[src/rtl/sample_packer.sv]
// Packs pairs of 14-bit ADC samples into 32-bit words (first sample in [15:0])
// and buffers them in a first-word-fall-through FIFO with drop accounting.
module sample_packer #(
    parameter int unsigned DEPTH       = 16,
    parameter bit          SIGN_EXTEND = 1'b1
) (
    input  logic                     CLK,
    input  logic                     RST_N,
    input  logic                     CLEAR,
    input  logic                     ENABLE,
    input  logic [13:0]              SAMPLE,
    input  logic                     SAMPLE_VALID,
    output logic [31:0]              WORD_DATA,
    output logic                     WORD_VALID,
    input  logic                     WORD_READY,
    output logic [$clog2(DEPTH):0]   LEVEL,
    output logic                     OVERFLOW,
    output logic [15:0]              DROP_COUNT
);

    localparam int unsigned AW = $clog2(DEPTH);
    localparam int unsigned PW = AW + 1;

    typedef enum logic {
        ST_LOW  = 1'b0,
        ST_HIGH = 1'b1
    } state_t;

    state_t          state_q, state_d;
    logic [15:0]     hold_q, hold_d;
    logic [PW-1:0]   wr_ptr_q, rd_ptr_q, wr_ptr_d, rd_ptr_d;
    logic [PW-1:0]   level_d;
    logic [31:0]     head_d;
    logic [31:0]     mem [DEPTH];
    logic            armed_q;

    logic [15:0]     sample_pad;
    logic [31:0]     push_word;
    logic            accept, push, pop, full, empty, wr_en, drop;

    assign sample_pad = SIGN_EXTEND ? {{2{SAMPLE[13]}}, SAMPLE} : {2'b00, SAMPLE};
    assign push_word  = {sample_pad, hold_q};
    assign full       = (LEVEL == PW'(DEPTH));
    assign empty      = (LEVEL == '0);
    // armed_q masks the edge on which reset is released
    assign accept     = armed_q & SAMPLE_VALID & ENABLE & ~CLEAR;
    assign pop        = armed_q & ~CLEAR & ~empty & WORD_READY;
    assign wr_en      = push & (~full | pop);
    assign drop       = push & full & ~pop;

    // Pack FSM: next state, holding register, push strobe
    always_comb begin
        state_d = state_q;
        hold_d  = hold_q;
        push    = 1'b0;
        if (!armed_q) begin
            state_d = state_q;
        end else if (CLEAR) begin
            state_d = ST_LOW;
            hold_d  = 16'h0;
        end else if (!ENABLE) begin
            state_d = ST_LOW;
        end else if (accept) begin
            case (state_q)
                ST_LOW: begin
                    hold_d  = sample_pad;
                    state_d = ST_HIGH;
                end
                ST_HIGH: begin
                    push    = 1'b1;
                    state_d = ST_LOW;
                end
                default: state_d = ST_LOW;
            endcase
        end
    end

    // FIFO bookkeeping and the registered head word
    always_comb begin
        rd_ptr_d = rd_ptr_q + PW'(pop);
        wr_ptr_d = wr_ptr_q + PW'(wr_en);
        level_d  = LEVEL + PW'(wr_en) - PW'(pop);
        if (level_d == '0) begin
            head_d = 32'h0;
        end else if ((LEVEL - PW'(pop)) == '0) begin
            head_d = push_word;
        end else begin
            head_d = mem[rd_ptr_d[AW-1:0]];
        end
    end

    always_ff @(posedge CLK or negedge RST_N) begin
        if (!RST_N) begin
            state_q <= ST_LOW;
        end else begin
            state_q <= state_d;
        end
    end

    always_ff @(posedge CLK or negedge RST_N) begin
        if (!RST_N) begin
            armed_q    <= 1'b0;
            hold_q     <= 16'h0;
            wr_ptr_q   <= '0;
            rd_ptr_q   <= '0;
            LEVEL      <= '0;
            WORD_VALID <= 1'b0;
            WORD_DATA  <= 32'h0;
            OVERFLOW   <= 1'b0;
            DROP_COUNT <= 16'h0;
        end else begin
            armed_q <= 1'b1;
            hold_q  <= hold_d;
            if (armed_q && CLEAR) begin
                wr_ptr_q   <= '0;
                rd_ptr_q   <= '0;
                LEVEL      <= '0;
                WORD_VALID <= 1'b0;
                WORD_DATA  <= 32'h0;
                OVERFLOW   <= 1'b0;
                DROP_COUNT <= 16'h0;
            end else begin
                wr_ptr_q   <= wr_ptr_d;
                rd_ptr_q   <= rd_ptr_d;
                LEVEL      <= level_d;
                WORD_VALID <= (level_d != '0);
                WORD_DATA  <= head_d;
                if (drop) begin
                    OVERFLOW <= 1'b1;
                    if (DROP_COUNT != 16'hFFFF) begin
                        DROP_COUNT <= DROP_COUNT + 16'd1;
                    end
                end
            end
        end
    end

    // Storage array is intentionally not reset
    always_ff @(posedge CLK) begin
        if (wr_en) begin
            mem[wr_ptr_q[AW-1:0]] <= push_word;
        end
    end

endmodule

[config.mk]
export PLATFORM = sky130hd
export DESIGN_NAME = sample_packer
export DESIGN_NICKNAME = d
export VERILOG_FILES = /design/src/rtl/sample_packer.sv
export SDC_FILE = /design/constraint.sdc
export NUM_CORES = 1
export LEC_CHECK = 0
export CORE_UTILIZATION = 57
export DETAILED_ROUTE_END_ITERATION = 6
export PLACE_DENSITY = 0.87
export RECOVER_POWER = 100
export SLEW_MARGIN = 20
export SYNTH_ARGS = -nofsm -noshare
export SYNTH_HDL_FRONTEND = slang
export SYNTH_SLANG_ARGS = --single-unit
[constraint.sdc]
create_clock -name CLK -period 10.3 [get_ports CLK]
set_input_delay 2.06 -clock CLK [delete_from_list [all_inputs] [get_ports CLK]]
set_output_delay 2.06 -clock CLK [all_outputs]
set_load 0.005 [all_outputs]
run_1/clock_map.png
Scale: 3 px per micron.
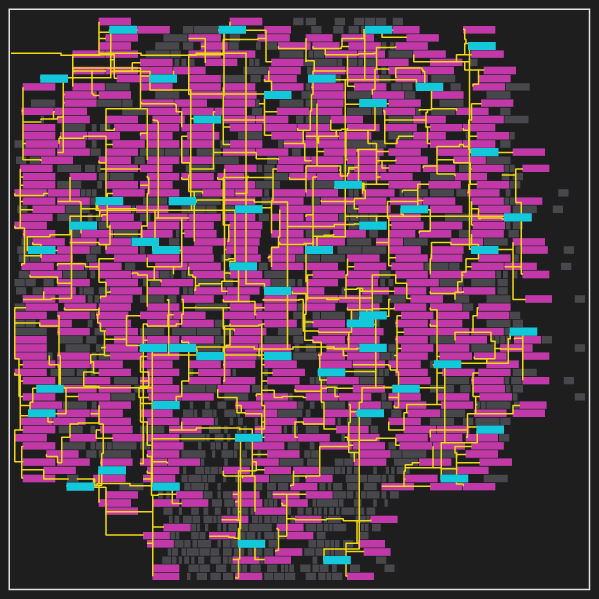
[cyan] cells driving clock nets | count: 50
[magenta] flip-flops | count: 523
[yellow] clock wires | length: 5570 microns
flops lie: spread over the die
routed clock nets: 51
Latency at later pin: 570 ps
Clk pwr share: 33.0%
Clk power: 0.00180 W
Final Skew: 13.2 ps

run_1/final_clocks.png
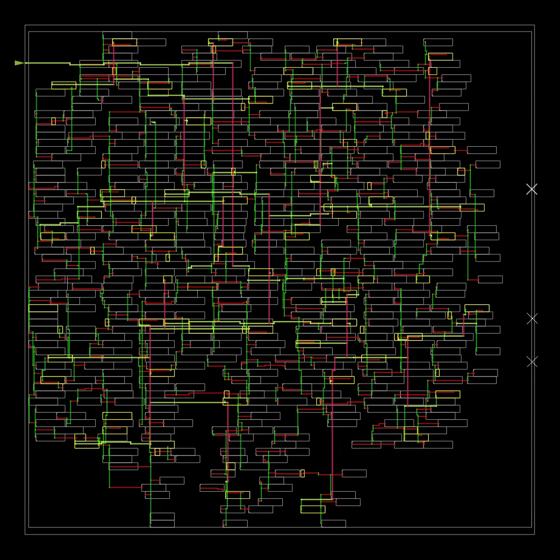
total CTS buffers: 50
flop count: 523
CLK BUF: 66

run_1/zoom.png
Window x 84 to 109, y 84 to 109 microns. Cells in gray, sequential cells in the stronger gray; small squares are vias.
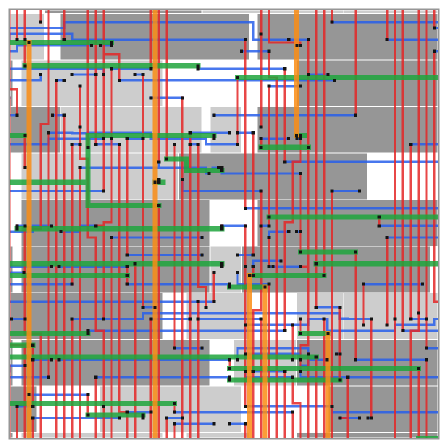
[red] met2
[blue] met1
[green] met3
[orange] met4
netlist names of flops here include: mem (13)
cells with their middle in the window: 24
most frequent: edfxtp_1 (13), mux4_2 (4), mux2i_1 (2)
sequential cells in the window: 13

run_1/density.png
Scale: 1.5 px per micron. 19 x 19 tiles, from black (low) to pale yellow (high), 0 to 100% covered.
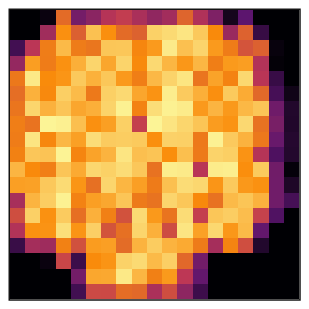
emptiest ninth of the die: lower right
tiles over 75% full: 50%
nearly empty tiles: 13%
fullest tile: 98%
mean over tiles: 62%
core area: 35700 sq um
Starting Density: 58.1%
fin util: 65.9%

==> flow_metrics.py, run 1 <==
# Flow results
metrics = {
    "die": {
        "die_height_microns": 193,
    },
    "power_and_ir_drop": {
        "p_per_area_nw_per_um2": 232,
        "ir_drop_uv": 181,
    },
    "timing": {
        "tns_ps": 0,
        "finalMaxSlewViolations": 557,
        "timing.final.crit_share_pct": 67.4,
        "rsz0062_at_grt": "false",
        "fmax_mhz": 144,
        "hold_viol_final": 0,
        "worst_slew_pin_slew_ps": 4380,
        "max_slew_margin_pct": -192,
    },
    "worst_setup_path": {
        "end_kind": "flop",
        "cp.required_ps": 10640,
        "path_cells": "dlygate4sd3_1 > nand3b_1 > nor2_1 > ha_1 > ha_1 > buf_4 > mux4_2 > mux2i_1 > mux2i_1 > o21ai_0 > a21oi_1",
        "cp_max_fo": 61,
        "r2r_slack_ps": 4500,
        "cp_slowest_cell": "ha_1",
        "endpoint": "WORD_DATA[22]",
    },
    "synth": {
        "ys_warn_count": 0,
        "area_leaders": "edfxtp_1 (65%), mux4_2 (12%), dfrtp_1 (9.0%)",
        "ys.flops": 523,
        "synth.distinct_cells": 52,
        "yosysCellCount": 1066,
        "synthFlopType": "edfxtp_1",
        "yosys_area_sq_um": 20800,
        "async_flop_share_pct": 14.3,
    },
    "global_route": {
        "grt_pass1_vias": 11500,
        "grt_max_degree": 70,
        "grt_pass1_wl_mm": 71.6,
        "grt-ovfl-total": 0,
        "groute.usage.overall_pct": 27.1,
    },
    "detailed_routing": {
        "drc_errors": 4,
        "dr.first_iter.drc_count": 1212,
        "wl_mm": 48.3,
    },
    "finish": {
        "finalNetCount": 1193,
        "area_delta_synth_final_pct": 13.4,
        "drive_gt1_share_pct": 16.7,
    },
    "clock_tree": {
        "clk_pin_slew_ps": 60,
        "cts.sinks": 523,
        "cts_setup_buffers": 0,
    },
    "status": {
        "violations": "design-rule violations, max-capacitance violations, max-slew violations",
        "status": "complete, but fails checks",
    },
    "place": {
        "gp_congestion": 0.777,
    },
    "flow_run": {
        "maxCapViolCount": 20,
    },
}
run 1: final cells by class:
type	instances	area [sq um]
flip-flops and latches	523	15300
inverters	13	48.8
well taps	461	577
clock inverters	27	256
repair buffers	102	873
multi-input cells	468	5120
fillers	2236	12200
clock buffers	66	1340
run 1: worst min-delay path by stage:
stage | depth (start not counted) | startpoint | end | slack [ps]
2_1_floorplan | 1 | armed_q | state_q | 500
3_3_place_gp | 2 | OVERFLOW | OVERFLOW | 510
3_5_place_dp | 2 | OVERFLOW | OVERFLOW | 520
4_1_cts | 2 | OVERFLOW | OVERFLOW | 520
5_1_grt | 2 | OVERFLOW | OVERFLOW | 560
6_report | 2 | OVERFLOW | OVERFLOW | 520
run 1: placed cells by master (no fill, tap or decap), drive strengths merged, types with 6 or more instances in the layout:
cell type,count
nor2,33
nor3,6
dlygate4sd3,71
buf,8
dfrtp,75
a21oi,39
nand2,15
o21ai,35
clkinv,18
a22o,14
xnor2,16
mux4,112
nand3,38
ha,14
inv,17
clkbuf,87
edfxtp,448
mux2i,84
nor2b,8
run 1: state kept, by name, indices dropped and copies added (netlist names), 4 cells and up:
name,count
WORD_DATA,28
wr_ptr_q,4
hold_q,14
mem,448
rd_ptr_q,4
LEVEL,5
DROP_COUNT,16
run 1: synth_stat cells, types with 2 or more instances:
master / count
and3_1: 5
edfxtp_1: 448
mux4_2: 112
nand2_1: 15
clkbuf_1: 29
nand4_1: 2
a21oi_1: 39
nor4_1: 4
o21ai_1: 2
nand2b_1: 4
a211oi_1: 3
a22o_1: 14
buf_2: 16
nor2b_1: 8
nor2_1: 33
and2_1: 2
dfrtp_1: 75
or3b_1: 2
xnor2_1: 16
buf_1: 4
xor2_1: 4
mux2i_1: 84
o21ai_0: 33
buf_4: 13
nor3_1: 6
nand3b_1: 4
ha_1: 14
o21bai_1: 2
nand3_1: 38
inv_1: 13
run 1: stage by stage:
step	total power, W	setup WS [ps]	cell area [sq um]	std cells	hold WS (ps)
after floorplan	0.00326	4750	20800	1066	501
after global placement	0.00367	4400	22200	1564	508
after detailed placement	0.00369	4320	22200	1567	516
after CTS	0.00549	4820	23800	1660	523
after global routing	0.00564	3130	23500	1660	557
final	0.00545	3360	23500	1660	518
run 1: power breakdown:
part           total, W  internal (W)  switching [W]
Combinational   0.00121      0.000532       0.000678
Clock           0.00180       0.00102       0.000780
Sequential      0.00244       0.00238      0.0000631
run 1: cells by family (layout without fill, tap and decap cells):
group                    count (synthesis)  after routing  synth area share (%)
AND-OR/OR-AND                          103            103                  3.08
other                                    1              1                0.0181
multiplexers                           196            196                  16.2
buffers and inverters                   75            208                  1.69
adder cells (fa/ha/maj)                 15             15                 0.940
XOR/XNOR                                20             20                 0.843
AND/OR/NAND/NOR                        133            133                  3.43
flip-flops                             523            523                  73.8
run 1: critical path, delay by kind of cell:
kind / cells / cell delay, ps
adders and majority gates: 2 / 2040
buffers and inverters: 2 / 1520
and+or+nand+nor: 2 / 490
AOI/OAI and AO/OA: 2 / 320
muxes: 3 / 780
run 1: layer usage:
metal	routed length (microns)	vias up	global-route usage, %
li1	-	4458	-
met1	16600	5629	34.4
met2	25000	640	46.5
met3	4730	165	4.89
met4	1930	2	10.7
met5	13	-	0
==> run 2, diff against run 1 <==
--- a/config.mk
+++ b/config.mk
@@ -5,9 +5,9 @@
 export SDC_FILE = /design/constraint.sdc
 export NUM_CORES = 1
 export LEC_CHECK = 0
-export CORE_UTILIZATION = 57
+export CORE_UTILIZATION = 55
 export DETAILED_ROUTE_END_ITERATION = 6
-export PLACE_DENSITY = 0.87
+export PLACE_DENSITY = 0.88
 export RECOVER_POWER = 100
 export SLEW_MARGIN = 20
 export SYNTH_ARGS = -nofsm -noshare
==> constraint.sdc (replaced) <==
create_clock -name CLK -period 6.1 [get_ports CLK]
set_input_delay 1.22 -clock CLK [delete_from_list [all_inputs] [get_ports CLK]]
set_output_delay 1.22 -clock CLK [all_outputs]
set_load 0.005 [all_outputs]
run_2/density.png
Scale: 1.5 px per micron. 20 x 20 tiles, from black (low) to pale yellow (high), 0 to 100% covered.
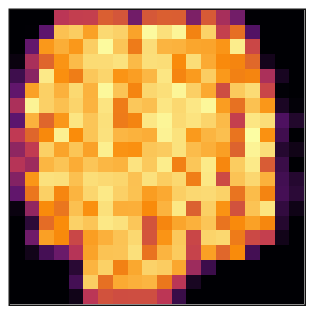
mean over tiles: 60%
tiles over 75% full: 51%
emptiest ninth of the die: lower right
nearly empty tiles: 16%
fin util: 64.4%
core area: 36900 sq um
Starting Density: 56.3%

run_2/clock_map.png
Scale: 3 px per micron.
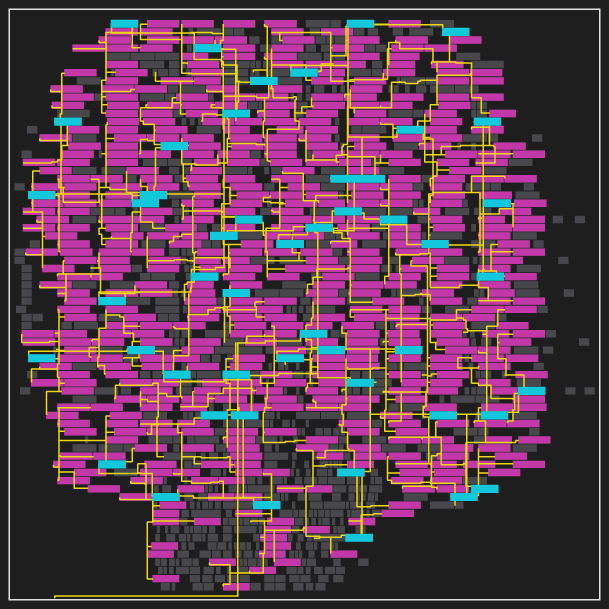
[yellow] clock wires | length: 5560 microns
[cyan] cells driving clock nets | count: 49
[magenta] flip-flops | count: 523
flops lie: spread over the die
Final Skew: 22.9 ps
Clk power: 0.00307 W

run_2/zoom.png
Window x 86 to 111, y 86 to 111 microns. Cells in gray, sequential cells in the stronger gray; small squares are vias.
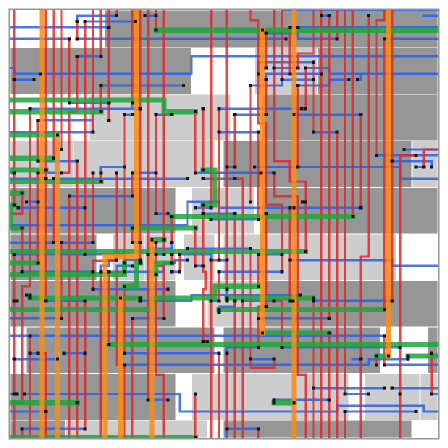
[green] met3
[orange] met4
[red] met2
[blue] met1
sequential cells in the window: 14
cells with their middle in the window: 26
netlist names of flops here include: mem (11), hold_q (2)
most frequent: edfxtp_1 (11), dfrtp_1 (3)

==> run 2 against run 1 <==
The flow finishes with violations (max-capacitance violations, max-slew violations). Wire length grew 2.9%. Non-clock buffer count grew 1. Global-route usage shrank 0.80 points. Critical path type unchanged. Critical path depth shrank 4. Clock skew grew 9.7 ps. Synthesized area is the same. Sequential share of layout area shrank 0.51 points. Utilization shrank 1.5 points.
==> flow_metrics.py, run 2 <==
# Flow results
metrics = {
    "status": {
        "status": "complete, but fails checks",
        "violations": "max-capacitance violations, max-slew violations",
    },
    "timing": {
        "fmax_mhz": 191,
        "tns_ps": 0,
        "finalMaxSlewViolations": 361,
        "hold_viol_final": 0,
        "rsz0062_at_grt": "false",
        "timing.final.crit_share_pct": 86.0,
    },
    "global_route": {
        "grt_pass1_wl_mm": 73.0,
        "groute.usage.overall_pct": 26.3,
        "grt-ovfl-total": 0,
        "grt_max_degree": 76,
    },
    "worst_setup_path": {
        "cp.required_ps": 6360,
        "cp_max_fo": 19,
        "path_cells": "dlygate4sd3_1 > and3b_1 > nand3_1 > a21oi_1 > or3b_1 > nor2_1 > buf_4",
        "cp_slowest_cell": "nor2_1",
        "end_kind": "flop",
    },
    "finish": {
        "largest_reg_flops": 448,
        "fillerInstances": 2355,
        "finalNetCount": 1193,
        "area_delta_synth_final_pct": 14.3,
        "final_cell_area_sq_um": 23700,
        "final_common_cell": "edfxtp_1",
        "fin_cells": 1702,
        "drive_gt1_share_pct": 17.9,
    },
    "detailed_routing": {
        "wl_mm": 49.7,
        "drc_errors": 0,
    },
    "flow_run": {
        "maxCapViolCount": 17,
    },
    "synth": {
        "yosys_area_sq_um": 20800,
        "async_flop_share_pct": 14.3,
        "yosysCellCount": 1066,
        "area_leaders": "edfxtp_1 (65%), mux4_2 (12%), dfrtp_1 (9.0%)",
        "synthFlopType": "edfxtp_1",
        "synthTopCellsByCount": "edfxtp_1 (448), mux4_2 (112), mux2i_1 (84)",
    },
    "place": {
        "gp_congestion": 0.829,
    },
    "clock_tree": {
        "clock_latency_ps": 570,
        "cts_made_buffers": 49,
        "clk_pin_slew_ps": 60,
        "cts.sinks": 523,
    },
    "power_and_ir_drop": {
        "power_w": 0.00930,
        "ir_drop_uv": 259,
    },
    "die": {
        "die_height_microns": 196,
    },
}
## run 2: cell counts after synthesis
Identical to the previous run, type by type.
## run 2: metal layers
layer | share of wire [%] | global-route usage, %
met1 | 34 | 32.6
met2 | 52 | 44.8
met4 | 4.1 | 13.0
met3 | 9.8 | 4.91
met5 | 0 | 0
## run 2: power breakdown
| part | switching (W) | leakage (nW) | internal [W] |
|---|---|---|---|
| clock | 0.00132 | 0.789 | 0.00175 |
| combinational | 0.00117 | 2.11 | 0.000915 |
| sequential | 0.000135 | 5.09 | 0.00401 |
## run 2: layout make-up
cell class / instances / area [sq um] / share of cell area (%)
sequential: 523 / 15300 / 64.6
multi-input combinational: 468 / 5130 / 21.6
clock buffer: 65 / 1330 / 5.59
timing repair buffer: 103 / 987 / 4.16
tap: 504 / 631 / 2.66
clock inverter: 25 / 277 / 1.17
inverter: 13 / 48.8 / 0.206
antenna: 1 / 2.50 / 0.0105
## run 2: worst paths after layout
path	cells past startpoint	slack (ps)	to	start
min in group asynchronous	1	720	DROP_COUNT[15]	RST_N
max reg2reg	11	1390	WORD_DATA[28]	LEVEL[2]
max in group asynchronous	1	4820	hold_q[0]	RST_N
min reg2reg	2	520	OVERFLOW	OVERFLOW
max	7	850	mem[12][20]	CLEAR
min	2	520	OVERFLOW	OVERFLOW
## run 2: stage by stage
step / setup WS [ps] / util, % / hold WS [ps]
2_1_floorplan: 1390 / - / 501
3_3_place_gp: 1530 / 60.4 / 505
3_5_place_dp: 1340 / 60.4 / 512
4_1_cts: 1800 / 64.7 / 522
5_1_grt: 781 / 64.4 / 536
6_report: 852 / 64.4 / 519
## run 2: logic make-up after synthesis
group / Yosys count / share of synthesized area [%]
buffers and inverters: 75 / 1.69
AND/OR/NAND/NOR: 133 / 3.43
multiplexers: 196 / 16.2
adder cells (fa/ha/maj): 15 / 0.940
other: 1 / 0.0181
XOR/XNOR: 20 / 0.843
flip-flops: 523 / 73.8
AND-OR/OR-AND: 103 / 3.08
## run 2: critical path, delay by kind of cell
family / cells / cell delay, ps
AOI/OAI and AO/OA: 1 / 370
and+or+nand+nor: 4 / 2820
buffers and inverters: 2 / 1080
==> run 3, diff against run 2 <==
--- a/config.mk
+++ b/config.mk
@@ -5,10 +5,13 @@
 export SDC_FILE = /design/constraint.sdc
 export NUM_CORES = 1
 export LEC_CHECK = 0
+export CORE_ASPECT_RATIO = 2
+export CORE_MARGIN = 2
 export CORE_UTILIZATION = 55
 export DETAILED_ROUTE_END_ITERATION = 6
 export PLACE_DENSITY = 0.88
 export RECOVER_POWER = 100
+export REMOVE_ABC_BUFFERS = 1
 export SLEW_MARGIN = 20
 export SYNTH_ARGS = -nofsm -noshare
 export SYNTH_HDL_FRONTEND = slang
run_3/final_clocks.png
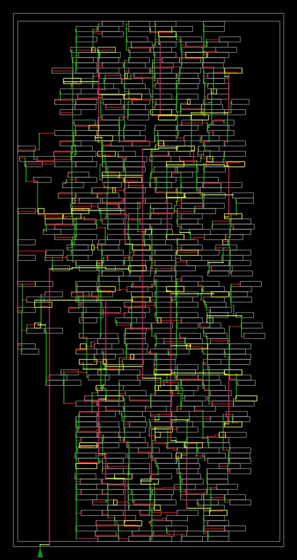
# clock sinks: 523
CLK BUF: 45
Latency at later pin: 560 ps
Final Skew: 20.4 ps

run_3/clock_map.png
Scale: 3 px per micron.
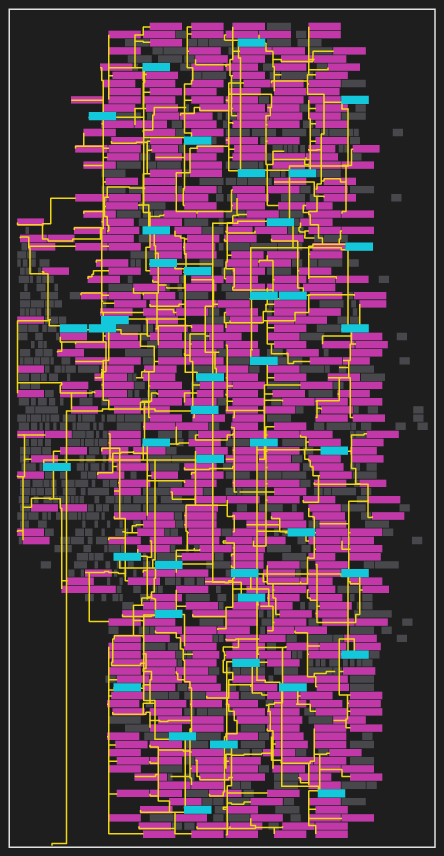
[magenta] flip-flops | count: 523
[cyan] cells driving clock nets | count: 41
[yellow] clock wires | length: 5490 microns
routed clock nets: 42

run_3/zoom.png
Window x 58 to 83, y 127 to 152 microns. Cells in gray, sequential cells in the stronger gray; small squares are vias.
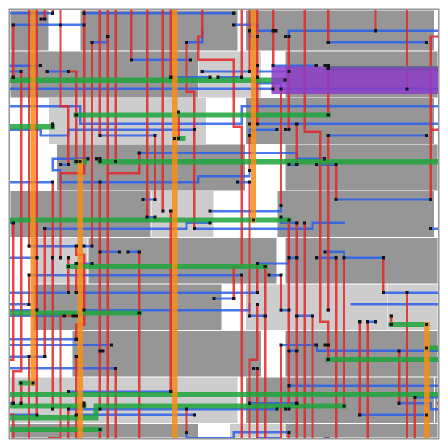
[red] met2
[green] met3
[orange] met4
[purple] met5
[blue] met1
sequential cells in the window: 15
netlist names of flops here include: mem (13), hold_q (2)
cells with their middle in the window: 21
most frequent: edfxtp_1 (13)

==> run 3 against run 2 <==
The run still ends with max-capacitance violations, max-slew violations left. Synthesized area stayed put. Flip-flop count unchanged. Utilization down 1.2 points. Power is 2.1% lower. Clock power shrank 7.8%. Critical endpoint is now mem[15][18].
==> flow_metrics.py, run 3 <==
# Flow results
metrics = {
    "synth": {
        "yosys_area_sq_um": 20800,
        "ys_warn_count": 0,
        "ys.flops": 523,
    },
    "status": {
        "violations": "max-capacitance violations, max-slew violations",
        "status": "complete, but fails checks",
    },
    "die": {
        "fp.coreArea_sq_um": 37300,
    },
    "worst_setup_path": {
        "critPathLaunch": "CLEAR",
        "reg2regPathDepth": 7,
    },
    "timing": {
        "rsz0062_at_grt": "false",
        "fmax_mhz": 197,
        "timing.final.crit_share_pct": 83.2,
        "finalMaxSlewViolations": 317,
        "setup_ws_ps": 1030,
    },
    "finish": {
        "layout_top_cells": "edfxtp_1 (448), mux4_2 (112), mux2i_1 (84), dfrtp_1 (75), dlygate4sd3_1 (71)",
        "final_common_cell": "edfxtp_1",
        "finalNetCount": 1189,
    },
    "power_and_ir_drop": {
        "p_per_area_nw_per_um2": 387,
        "power_w": 0.00911,
    },
    "detailed_routing": {
        "drc_errors": 0,
        "wl_mm": 49.6,
    },
    "clock_tree": {
        "cts_made_buffers": 41,
        "cts_setup_buffers": 0,
        "clk_pin_slew_ps": 70,
    },
    "flow_run": {
        "maxCapViolCount": 14,
    },
    "global_route": {
        "grt-ovfl-total": 0,
    },
}
-- run 3: cell counts after synthesis --
No cell type changed its count.
-- run 3: worst min-delay path by stage --
stage | end | slack (ps) | cells past startpoint | start
2_1_floorplan | state_q | 500 | 1 | armed_q
3_3_place_gp | OVERFLOW | 510 | 2 | OVERFLOW
3_5_place_dp | OVERFLOW | 530 | 2 | OVERFLOW
4_1_cts | OVERFLOW | 540 | 2 | OVERFLOW
5_1_grt | OVERFLOW | 560 | 2 | OVERFLOW
6_report | OVERFLOW | 540 | 2 | OVERFLOW
-- run 3: layout make-up --
cell class / count / share of cell area, %
Sequential cell: 523 / 65.1
Multi-Input combinational cell: 468 / 22.0
Clock buffer: 45 / 4.64
Timing Repair Buffer: 107 / 4.28
Tap cell: 459 / 2.44
Clock inverter: 31 / 1.38
Inverter: 13 / 0.207
Antenna cell: 1 / 0.0106
-- run 3: stage by stage --
| step | std cells | hold WS, ps |
|---|---|---|
| final | 1647 | 537 |
| after CTS | 1645 | 544 |
| after global placement | 1569 | 505 |
| after floorplan | 1004 | 501 |
| after global routing | 1647 | 557 |
| after detailed placement | 1569 | 533 |
-- run 3: critical path, cell delays in order --
cell	delay (ps)
dlygate4sd3_1	600
and3b_1	280
nand3_1	110
a21oi_1	350
nand3_1	240
nor2_1	1980
buf_4	520
-- run 3: metal layers --
metal / part of all wire [%] / vias to the layer above / global-route usage [%]
met5: 0.022 / - / 0
met4: 5.2 / 2 / 15.3
met3: 8.3 / 181 / 4.01
met1: 33 / 5736 / 31.0
li1: - / 4457 / -
met2: 53 / 713 / 43.6
-- run 3: where the power goes --
group | switching, W | internal, W
Clock | 0.00130 | 0.00153
Sequential | 0.000126 | 0.00401
Combinational | 0.00118 | 0.000956
Total | 0.00261 | 0.00650
-- run 3: cells by family after synthesis --
kind of cell / Yosys count / synth area share, %
DFF: 523 / 73.8
muxes: 196 / 16.2
and+or+nand+nor: 133 / 3.43
AOI/OAI and AO/OA: 103 / 3.08
buffers and inverters: 75 / 1.69
xor gates and xnor gates: 20 / 0.843
adders and majority gates: 15 / 0.940
other: 1 / 0.0181
No activity file was given, so power comes from the tool's default toggle rates.
